### Local utilization

11 x 11 tiles, from white (low) to dark blue (high), 0 to 100% covered.
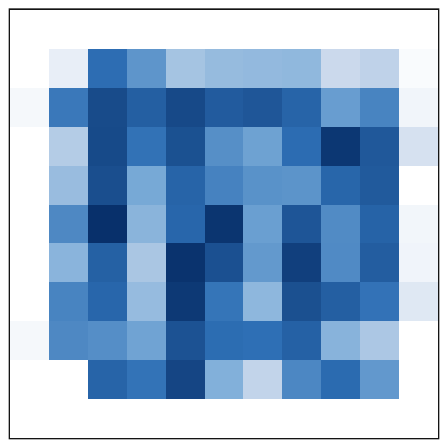
### Signal wires on met2

Cells faint in the background.
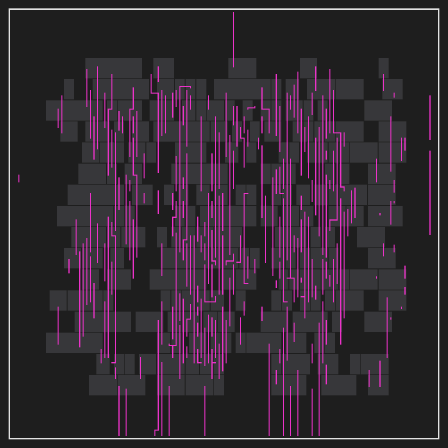
### Placement view

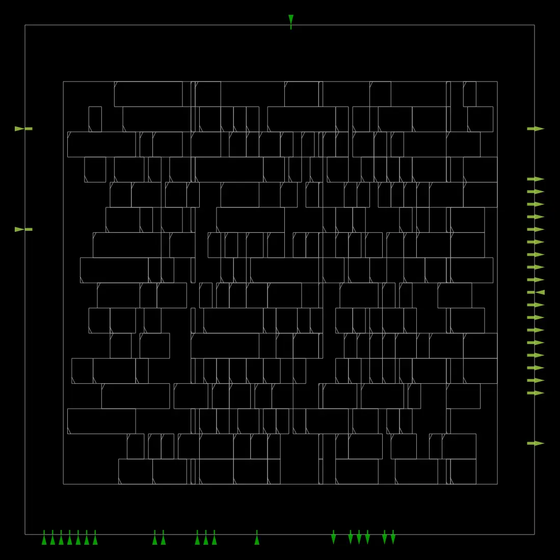
### Where the registers sit

Other cells in grey.
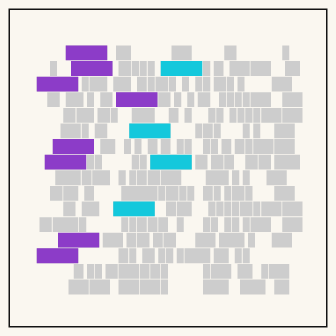
### Metal 1

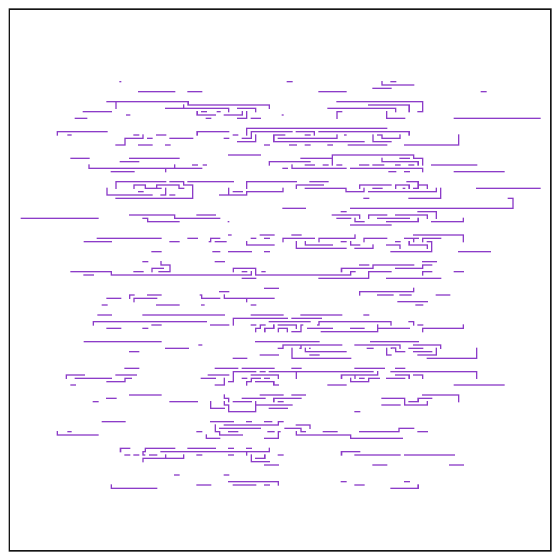
File: src/rtl/mips_multicycle_ctrl_if.sv
// Control/status bundle between the multicycle sequencer (master) and the MIPS datapath (slave).
// Build option MC_PERF_COUNT_EN adds the cycle_count / instr_count performance outputs.
interface mips_multicycle_ctrl_if;
  logic       run;
  logic [5:0] opcode;
  logic [5:0] funct;
  logic       zero_flag;
  logic       mem_ready;
  logic       pc_write;
  logic       pc_write_cond;
  logic [1:0] pc_src;
  logic       ir_write;
  logic       iord;
  logic       mem_read;
  logic       mem_write;
  logic       memtoreg;
  logic       regdst;
  logic       regwrite;
  logic       jal_link;
  logic       alusrc_a;
  logic [1:0] alusrc_b;
  logic [3:0] ALUOp;
  logic       bne;
  logic [3:0] state;
  logic       fault;
`ifdef MC_PERF_COUNT_EN
  logic [31:0] cycle_count;
  logic [31:0] instr_count;
`endif

  modport master (
`ifdef MC_PERF_COUNT_EN
    output cycle_count,
    output instr_count,
`endif
    input  run,
    input  opcode,
    input  funct,
    input  zero_flag,
    input  mem_ready,
    output pc_write,
    output pc_write_cond,
    output pc_src,
    output ir_write,
    output iord,
    output mem_read,
    output mem_write,
    output memtoreg,
    output regdst,
    output regwrite,
    output jal_link,
    output alusrc_a,
    output alusrc_b,
    output ALUOp,
    output bne,
    output state,
    output fault
  );

  modport slave (
`ifdef MC_PERF_COUNT_EN
    input  cycle_count,
    input  instr_count,
`endif
    output run,
    output opcode,
    output funct,
    output zero_flag,
    output mem_ready,
    input  pc_write,
    input  pc_write_cond,
    input  pc_src,
    input  ir_write,
    input  iord,
    input  mem_read,
    input  mem_write,
    input  memtoreg,
    input  regdst,
    input  regwrite,
    input  jal_link,
    input  alusrc_a,
    input  alusrc_b,
    input  ALUOp,
    input  bne,
    input  state,
    input  fault
  );
endinterface

File: src/rtl/mips_multicycle_ctrl.sv
// Multicycle MIPS sequencer: shared memory port with ready handshake, one reused ALU, sticky fault.
// Build option MC_PERF_COUNT_EN adds free-running cycle and retired-instruction counters.
module mips_multicycle_ctrl #(
  parameter int MAX_WAIT = 15,
  parameter int WAIT_W   = 8
) (
  input  logic                   clock,
  input  logic                   Reset,
  mips_multicycle_ctrl_if.master bus
);

  typedef enum logic [3:0] {
    S_IDLE   = 4'd0,
    S_FETCH  = 4'd1,
    S_DECODE = 4'd2,
    S_MEMADR = 4'd3,
    S_MEMRD  = 4'd4,
    S_MEMWB  = 4'd5,
    S_MEMWR  = 4'd6,
    S_EXEC   = 4'd7,
    S_RWB    = 4'd8,
    S_BRANCH = 4'd9,
    S_JUMP   = 4'd10,
    S_IMMEX  = 4'd11,
    S_IMMWB  = 4'd12,
    S_JAL    = 4'd13,
    S_FAULT  = 4'd15
  } state_e;

  localparam logic [5:0] OP_RTYPE = 6'b000000;
  localparam logic [5:0] OP_LW    = 6'b100011;
  localparam logic [5:0] OP_SW    = 6'b101011;
  localparam logic [5:0] OP_BEQ   = 6'b000100;
  localparam logic [5:0] OP_BNE   = 6'b000101;
  localparam logic [5:0] OP_ADDI  = 6'b001000;
  localparam logic [5:0] OP_J     = 6'b000010;
  localparam logic [5:0] OP_JAL   = 6'b000011;

  localparam logic [3:0] ALU_ADD   = 4'b0000;
  localparam logic [3:0] ALU_SUB   = 4'b0001;
  localparam logic [3:0] ALU_FUNCT = 4'b0010;

  localparam logic [WAIT_W-1:0] WAIT_LAST = WAIT_W'(MAX_WAIT - 1);

  state_e              state_q, state_d;
  logic [WAIT_W-1:0]   wait_q, wait_d;
  logic                mem_state;
  logic                timeout;
  state_e              after_instr;

  // funct and zero_flag are consumed by the datapath/ALU decode, not by the sequencer
  logic unused_inputs;
  assign unused_inputs = ^{bus.funct, bus.zero_flag};

  assign mem_state   = (state_q == S_FETCH) || (state_q == S_MEMRD) || (state_q == S_MEMWR);
  // the MAX_WAIT-th unanswered cycle faults; a ready in that same cycle still completes
  assign timeout     = mem_state && !bus.mem_ready && (wait_q == WAIT_LAST);
  assign after_instr = bus.run ? S_FETCH : S_IDLE;

  always_ff @(posedge clock) begin
    if (Reset) begin
      state_q <= S_IDLE;
      wait_q  <= '0;
    end else begin
      state_q <= state_d;
      wait_q  <= wait_d;
    end
  end

  always_comb begin
    state_d = state_q;
    unique case (state_q)
      S_IDLE:   if (bus.run) state_d = S_FETCH;
      S_FETCH: begin
        if (bus.mem_ready)  state_d = S_DECODE;
        else if (timeout)   state_d = S_FAULT;
      end
      S_DECODE: begin
        unique case (bus.opcode)
          OP_RTYPE:       state_d = S_EXEC;
          OP_LW, OP_SW:   state_d = S_MEMADR;
          OP_BEQ, OP_BNE: state_d = S_BRANCH;
          OP_ADDI:        state_d = S_IMMEX;
          OP_J:           state_d = S_JUMP;
          OP_JAL:         state_d = S_JAL;
          default:        state_d = S_FAULT;
        endcase
      end
      S_MEMADR: state_d = (bus.opcode == OP_LW) ? S_MEMRD : S_MEMWR;
      S_MEMRD: begin
        if (bus.mem_ready)  state_d = S_MEMWB;
        else if (timeout)   state_d = S_FAULT;
      end
      S_MEMWR: begin
        if (bus.mem_ready)  state_d = after_instr;
        else if (timeout)   state_d = S_FAULT;
      end
      S_EXEC:   state_d = S_RWB;
      S_IMMEX:  state_d = S_IMMWB;
      S_MEMWB, S_RWB, S_BRANCH, S_JUMP, S_IMMWB, S_JAL:
                state_d = after_instr;
      S_FAULT:  state_d = S_FAULT;
      default:  state_d = S_FAULT;
    endcase
  end

  // Counter only advances while a memory state is held; any transition clears it.
  always_comb begin
    wait_d = '0;
    if (mem_state && !bus.mem_ready && (state_d == state_q)) begin
      wait_d = wait_q + 1'b1;
    end
  end

  always_comb begin
    bus.pc_write      = 1'b0;
    bus.pc_write_cond = 1'b0;
    bus.pc_src        = 2'b00;
    bus.ir_write      = 1'b0;
    bus.iord          = 1'b0;
    bus.mem_read      = 1'b0;
    bus.mem_write     = 1'b0;
    bus.memtoreg      = 1'b0;
    bus.regdst        = 1'b0;
    bus.regwrite      = 1'b0;
    bus.jal_link      = 1'b0;
    bus.alusrc_a      = 1'b0;
    bus.alusrc_b      = 2'b00;
    bus.ALUOp         = ALU_ADD;
    bus.bne           = 1'b0;
    bus.fault         = 1'b0;
    bus.state         = state_q;
    unique case (state_q)
      S_FETCH: begin
        bus.mem_read = 1'b1;
        bus.alusrc_b = 2'b01;
        bus.ir_write = bus.mem_ready;
        bus.pc_write = bus.mem_ready;
      end
      S_DECODE: bus.alusrc_b = 2'b11;
      S_MEMADR, S_IMMEX: begin
        bus.alusrc_a = 1'b1;
        bus.alusrc_b = 2'b10;
      end
      S_MEMRD: begin
        bus.iord     = 1'b1;
        bus.mem_read = 1'b1;
      end
      S_MEMWB: begin
        bus.regwrite = 1'b1;
        bus.memtoreg = 1'b1;
      end
      S_MEMWR: begin
        bus.iord      = 1'b1;
        bus.mem_write = 1'b1;
      end
      S_EXEC: begin
        bus.alusrc_a = 1'b1;
        bus.ALUOp    = ALU_FUNCT;
      end
      S_RWB: begin
        bus.regwrite = 1'b1;
        bus.regdst   = 1'b1;
      end
      S_BRANCH: begin
        bus.alusrc_a      = 1'b1;
        bus.ALUOp         = ALU_SUB;
        bus.pc_write_cond = 1'b1;
        bus.pc_src        = 2'b01;
        bus.bne           = bus.opcode[0];
      end
      S_IMMWB:  bus.regwrite = 1'b1;
      S_JUMP: begin
        bus.pc_write = 1'b1;
        bus.pc_src   = 2'b10;
      end
      S_JAL: begin
        bus.pc_write = 1'b1;
        bus.pc_src   = 2'b10;
        bus.regwrite = 1'b1;
        bus.jal_link = 1'b1;
      end
      S_FAULT:  bus.fault = 1'b1;
      default: ;
    endcase
  end

`ifdef MC_PERF_COUNT_EN
  logic [31:0] cycle_count_q, cycle_count_d;
  logic [31:0] instr_count_q, instr_count_d;
  logic        busy;
  logic        instr_done;

  assign busy       = (state_q != S_IDLE) && (state_q != S_FAULT);
  assign instr_done = (state_q == S_MEMWB) || (state_q == S_RWB) || (state_q == S_BRANCH) ||
                      (state_q == S_JUMP) || (state_q == S_IMMWB) || (state_q == S_JAL) ||
                      ((state_q == S_MEMWR) && bus.mem_ready);

  always_comb begin
    cycle_count_d = cycle_count_q + 32'(busy);
    instr_count_d = instr_count_q + 32'(instr_done);
  end

  always_ff @(posedge clock) begin
    if (Reset) begin
      cycle_count_q <= '0;
      instr_count_q <= '0;
    end else begin
      cycle_count_q <= cycle_count_d;
      instr_count_q <= instr_count_d;
    end
  end

  assign bus.cycle_count = cycle_count_q;
  assign bus.instr_count = instr_count_q;
`endif

endmodule

File: src/flat_wrapper.sv
// flat-port wrapper written by rule: the top's interface ports become plain ports
module mips_multicycle_ctrl_flat 
#(
  parameter int MAX_WAIT = 15,
  parameter int WAIT_W   = 8
)
  (clock, Reset, bus_run, bus_opcode, bus_funct, bus_zero_flag, bus_mem_ready, bus_pc_write, bus_pc_write_cond, bus_pc_src, bus_ir_write, bus_iord, bus_mem_read, bus_mem_write, bus_memtoreg, bus_regdst, bus_regwrite, bus_jal_link, bus_alusrc_a, bus_alusrc_b, bus_ALUOp, bus_bne, bus_state, bus_fault);
  mips_multicycle_ctrl_if bus_i ();
  input  logic clock;
  input  logic Reset;
  input wire logic [$bits(bus_i.run)-1:0] bus_run;
  input wire logic [$bits(bus_i.opcode)-1:0] bus_opcode;
  input wire logic [$bits(bus_i.funct)-1:0] bus_funct;
  input wire logic [$bits(bus_i.zero_flag)-1:0] bus_zero_flag;
  input wire logic [$bits(bus_i.mem_ready)-1:0] bus_mem_ready;
  output wire logic [$bits(bus_i.pc_write)-1:0] bus_pc_write;
  output wire logic [$bits(bus_i.pc_write_cond)-1:0] bus_pc_write_cond;
  output wire logic [$bits(bus_i.pc_src)-1:0] bus_pc_src;
  output wire logic [$bits(bus_i.ir_write)-1:0] bus_ir_write;
  output wire logic [$bits(bus_i.iord)-1:0] bus_iord;
  output wire logic [$bits(bus_i.mem_read)-1:0] bus_mem_read;
  output wire logic [$bits(bus_i.mem_write)-1:0] bus_mem_write;
  output wire logic [$bits(bus_i.memtoreg)-1:0] bus_memtoreg;
  output wire logic [$bits(bus_i.regdst)-1:0] bus_regdst;
  output wire logic [$bits(bus_i.regwrite)-1:0] bus_regwrite;
  output wire logic [$bits(bus_i.jal_link)-1:0] bus_jal_link;
  output wire logic [$bits(bus_i.alusrc_a)-1:0] bus_alusrc_a;
  output wire logic [$bits(bus_i.alusrc_b)-1:0] bus_alusrc_b;
  output wire logic [$bits(bus_i.ALUOp)-1:0] bus_ALUOp;
  output wire logic [$bits(bus_i.bne)-1:0] bus_bne;
  output wire logic [$bits(bus_i.state)-1:0] bus_state;
  output wire logic [$bits(bus_i.fault)-1:0] bus_fault;
  assign bus_i.run = bus_run;
  assign bus_i.opcode = bus_opcode;
  assign bus_i.funct = bus_funct;
  assign bus_i.zero_flag = bus_zero_flag;
  assign bus_i.mem_ready = bus_mem_ready;
  assign bus_pc_write = bus_i.pc_write;
  assign bus_pc_write_cond = bus_i.pc_write_cond;
  assign bus_pc_src = bus_i.pc_src;
  assign bus_ir_write = bus_i.ir_write;
  assign bus_iord = bus_i.iord;
  assign bus_mem_read = bus_i.mem_read;
  assign bus_mem_write = bus_i.mem_write;
  assign bus_memtoreg = bus_i.memtoreg;
  assign bus_regdst = bus_i.regdst;
  assign bus_regwrite = bus_i.regwrite;
  assign bus_jal_link = bus_i.jal_link;
  assign bus_alusrc_a = bus_i.alusrc_a;
  assign bus_alusrc_b = bus_i.alusrc_b;
  assign bus_ALUOp = bus_i.ALUOp;
  assign bus_bne = bus_i.bne;
  assign bus_state = bus_i.state;
  assign bus_fault = bus_i.fault;
  mips_multicycle_ctrl #(.MAX_WAIT(MAX_WAIT), .WAIT_W(WAIT_W)) u_core (.clock(clock), .Reset(Reset), .bus(bus_i));
endmodule
File: config.mk
export PLATFORM = sky130hd
export DESIGN_NAME = mips_multicycle_ctrl_flat
export DESIGN_NICKNAME = d
export VERILOG_FILES = /design/src/rtl/mips_multicycle_ctrl_if.sv /design/src/rtl/mips_multicycle_ctrl.sv /design/src/flat_wrapper.sv
export SDC_FILE = /design/constraint.sdc
export NUM_CORES = 1
export LEC_CHECK = 0
export ABC_AREA = 1
export CORE_MARGIN = 4
export CORE_UTILIZATION = 45
export CTS_CLUSTER_DIAMETER = 120
export CTS_CLUSTER_SIZE = 14
export DETAILED_ROUTE_END_ITERATION = 7
export GPL_TIMING_DRIVEN = 0
export PLACE_DENSITY_LB_ADDON = 0.25
export SLEW_MARGIN = 10
export SYNTH_ARGS = -nofsm -noshare
export SYNTH_HDL_FRONTEND = slang
export SYNTH_SLANG_ARGS = --single-unit
File: constraint.sdc
create_clock -name clock -period 2.6 [get_ports clock]
set_input_delay 0.39 -clock clock [delete_from_list [all_inputs] [get_ports clock]]
set_output_delay 0.39 -clock clock [all_outputs]
set_load 0.03 [all_outputs]
==> impl_metrics.toml <==
# synthesis and place-and-route metrics
[sta]
drv_slew = 0
hold_viol = 0
hold_slack_ns = 0.4835
finalSetupViolations = 0
fin_crit_ns = 2.412
finalSetupTns_ns = 0
rsz0062_at_grt = "false"
layout_setup_ws_ns = 0.1883
finClkSkew_ns = 0.002442
max_freq_ghz = 0.4146
period_used_pct = 92.76

[worst_setup_path]
rr_worst_depth = 9
start_kind = "flip-flop"
startpoint = "u_core.bus.state[3]"
endpoint_kind = "output port"
path_depth = 5
cp_top_family = "buffers and inverters"
path_cells = "inv_1 > nor2_1 > inv_1 > nor2_1 > clkdlybuf4s50_1"
rrSetupSlack_ns = 1.11
r2r-start = "u_core.bus.state[0]"
path_max_fanout = 6
cp.arrival_ns = 2.02
worstSetupPathType = "flip-flop to output port"
critPathRequiredTime_ns = 2.21
path_buffers = 3
cpPeakStageDelay_ns = 0.71
r2r-end = "u_core.wait_q[6]"
slowest_stage = "clkdlybuf4s50_1"
endpoint = "bus_pc_write_cond"

[place]
dpl_cell_area_mm2 = 0.001355
dp_hpwl_mm = 2.046
dp.cells = 220
pre_cts_slack_ns = 0.2820
portBuffers = 32
place_congestion = 0.8403

[global_routing]
grt_use_total_pct = 18.32
grt_pass1_wl_mm = 4.112
grt_start_max_net_pins = 9
antenna_found_initial = 0
gr-total-overflow = 0
top_usage_layer = "met2"
grt_pass1_vias = 1036
use_met3_pct = 2.413
met2_usage_pct = 37.01

[clock_network]
cts_sinks = 12
cts-root-buf = "clkbuf_4"
clkSlewWorstSetupHoldPaths_ns = 0.07
h-tree-depth = 1
cts_buffers = 3
cts_tree = "built"
clock_latency_ns = 0.27
cts_resized = 0
cts_buffer_depth = 2
postCtsSetupRepairBufs = 0
cts_hold_buf = 0

[cells_and_area]
antenna_cells = 0
fin_area_mm2 = 0.001390
final_cell_mix = "28 x nand2_1, 27 x nor2_1, 27 x clkdlybuf4s50_1"
final_common_cell = "nand2_1"
area_growth_syn_to_layout_pct = 39.40
nNetsFinal = 217
layout-drive-gt1-share_pct = 17.35
final_cells = 223

[die]
die.size.y_um = 55.08
num_io_pins = 42
dieWidth_um = 55.08
die_area_mm2 = 0.003033

[pwr]
power_mw = 1.156
p_seq_share_pct = 22.6
intPower_uw = 549.4
swShare_pct = 52.46
pwr-share-comb_pct = 67.6
switchingPower_uw = 606.4
ir_drop_uv = 555.9
pwr-share-clk_pct = 9.8
power.density_mw_per_mm2 = 831.5
leakagePower_nw = 0.7003

[yosys]
ys_cells = 160
synth_cell_types = 22
syn_inst = 160
ys_area_um2 = 997.2
avgSynthCellArea_um2 = 6.233
synth_area_um2 = 997.2
yosysSeqAreaShare_pct = 24.09
ys_warn_count = 0
ys_seq_elements = 12

[route]
drc_errors = 0
initialDrtViolationCount = 15
route.layer.met1.wl_mm = 1.007
wl_met2_mm = 1.273
vias_per_cell = 4.910
routedWlPerCell_um = 10.97
ant_nets = 0
routed.top_layer = "met4"
met3_length_um = 139
firstDrtPassIters = 5

[min_path]
hold_end = "u_core.wait_q[0]"
min_from = "u_core.wait_q[0]"
hp-class = "flip-flop to flip-flop"
min_path_cells = 1

[run_status]
status = "finished, final reports clean"

[run]
warnings = 34
max_cap_viol_count = 0
## Picture notes: 'Local utilization'
30% of the tiles are over 75% full. 27% of the tiles are nearly empty. The fullest tile reaches 100%. The mean over all tiles is 45%.
utilization after layout: 68.08%
Starting Density: 48.84%
CORE AREA: 0.002042 mm²

## Picture notes: 'Signal wires on met2'
The layer carries 1270 µm of wire. The longest straight run is 21.4 µm.
DR vias: 1095
final wirelength: 2.446 mm

## Picture notes: 'Placement view'
Seq area share: 17.28%
tap cells: 27
Core Rows: 16
flip-flops: 12
Fill cells: 203

## Picture notes: 'Where the registers sit'
u_core.bus.state: marked cyan, flops 4. u_core.wait_q: marked purple, flops 8.
total area of sequential cells: 240.2 µm²
seq pwr: 261 µW

## Picture notes: 'Metal 1'
The layer holds 41% of the routed length. 188 nets have wire on it. The wires run mostly horizontal. The longest straight run is 16.6 µm.
met1 usage: 18.89%

-- area by class of cell --
| cell class | count | area (µm²) | share of cell area [%] |
|---|---|---|---|
| timing repair buffer | 32 | 332.8 | 23.94 |
| sequential | 12 | 240.2 | 17.28 |
| tap | 27 | 33.78 | 2.430 |
| clock buffer | 3 | 22.52 | 1.620 |
| multi-input combinational | 120 | 636.9 | 45.81 |
| inverter | 25 | 93.84 | 6.751 |
| buffer | 4 | 30.03 | 2.160 |
-- power groups by stage --
stage	sequential, mW	clock (mW)	combinational (mW)
2_1_floorplan	0.299	0	0.488
3_3_place_gp	0.261	0	0.774
3_5_place_dp	0.263	0	0.783
4_1_cts	0.259	0.117	0.786
5_1_grt	0.266	0.125	0.846
6_report	0.261	0.114	0.781
-- cell usage after synthesis, drive strengths merged --
cell type,count,area share [%]
ha,2,2.5
buf,4,3.0
conb,1,0.38
a21oi,6,3.0
nand3b,1,0.75
inv,25,9.4
o22ai,2,1.3
nor2,42,21
dfxtp,12,24
nand2,33,14
xor2,3,2.6
or2,1,0.63
nand4,5,3.1
xnor2,3,2.6
o21ai,2,1.0
nand3,18,11
-- logic make-up (layout without fill, tap and decap cells) --
| kind of cell | count (synthesis) | after routing | share of synthesized area, % |
|---|---|---|---|
| buffers and inverters | 29 | 64 | 12.42 |
| AOI/OAI and AO/OA | 10 | 10 | 5.270 |
| DFF | 12 | 12 | 24.09 |
| xor gates and xnor gates | 6 | 6 | 5.271 |
| other | 1 | 2 | 0.3761 |
| and+or+nand+nor | 100 | 100 | 50.06 |
| adders and majority gates | 2 | 2 | 2.509 |
-- state kept, by name, indices dropped and copies added, names as in the netlist --
name and flops:
u_core.wait_q 8, u_core.bus.state 4
Power is estimated from default activity; no workload was simulated.
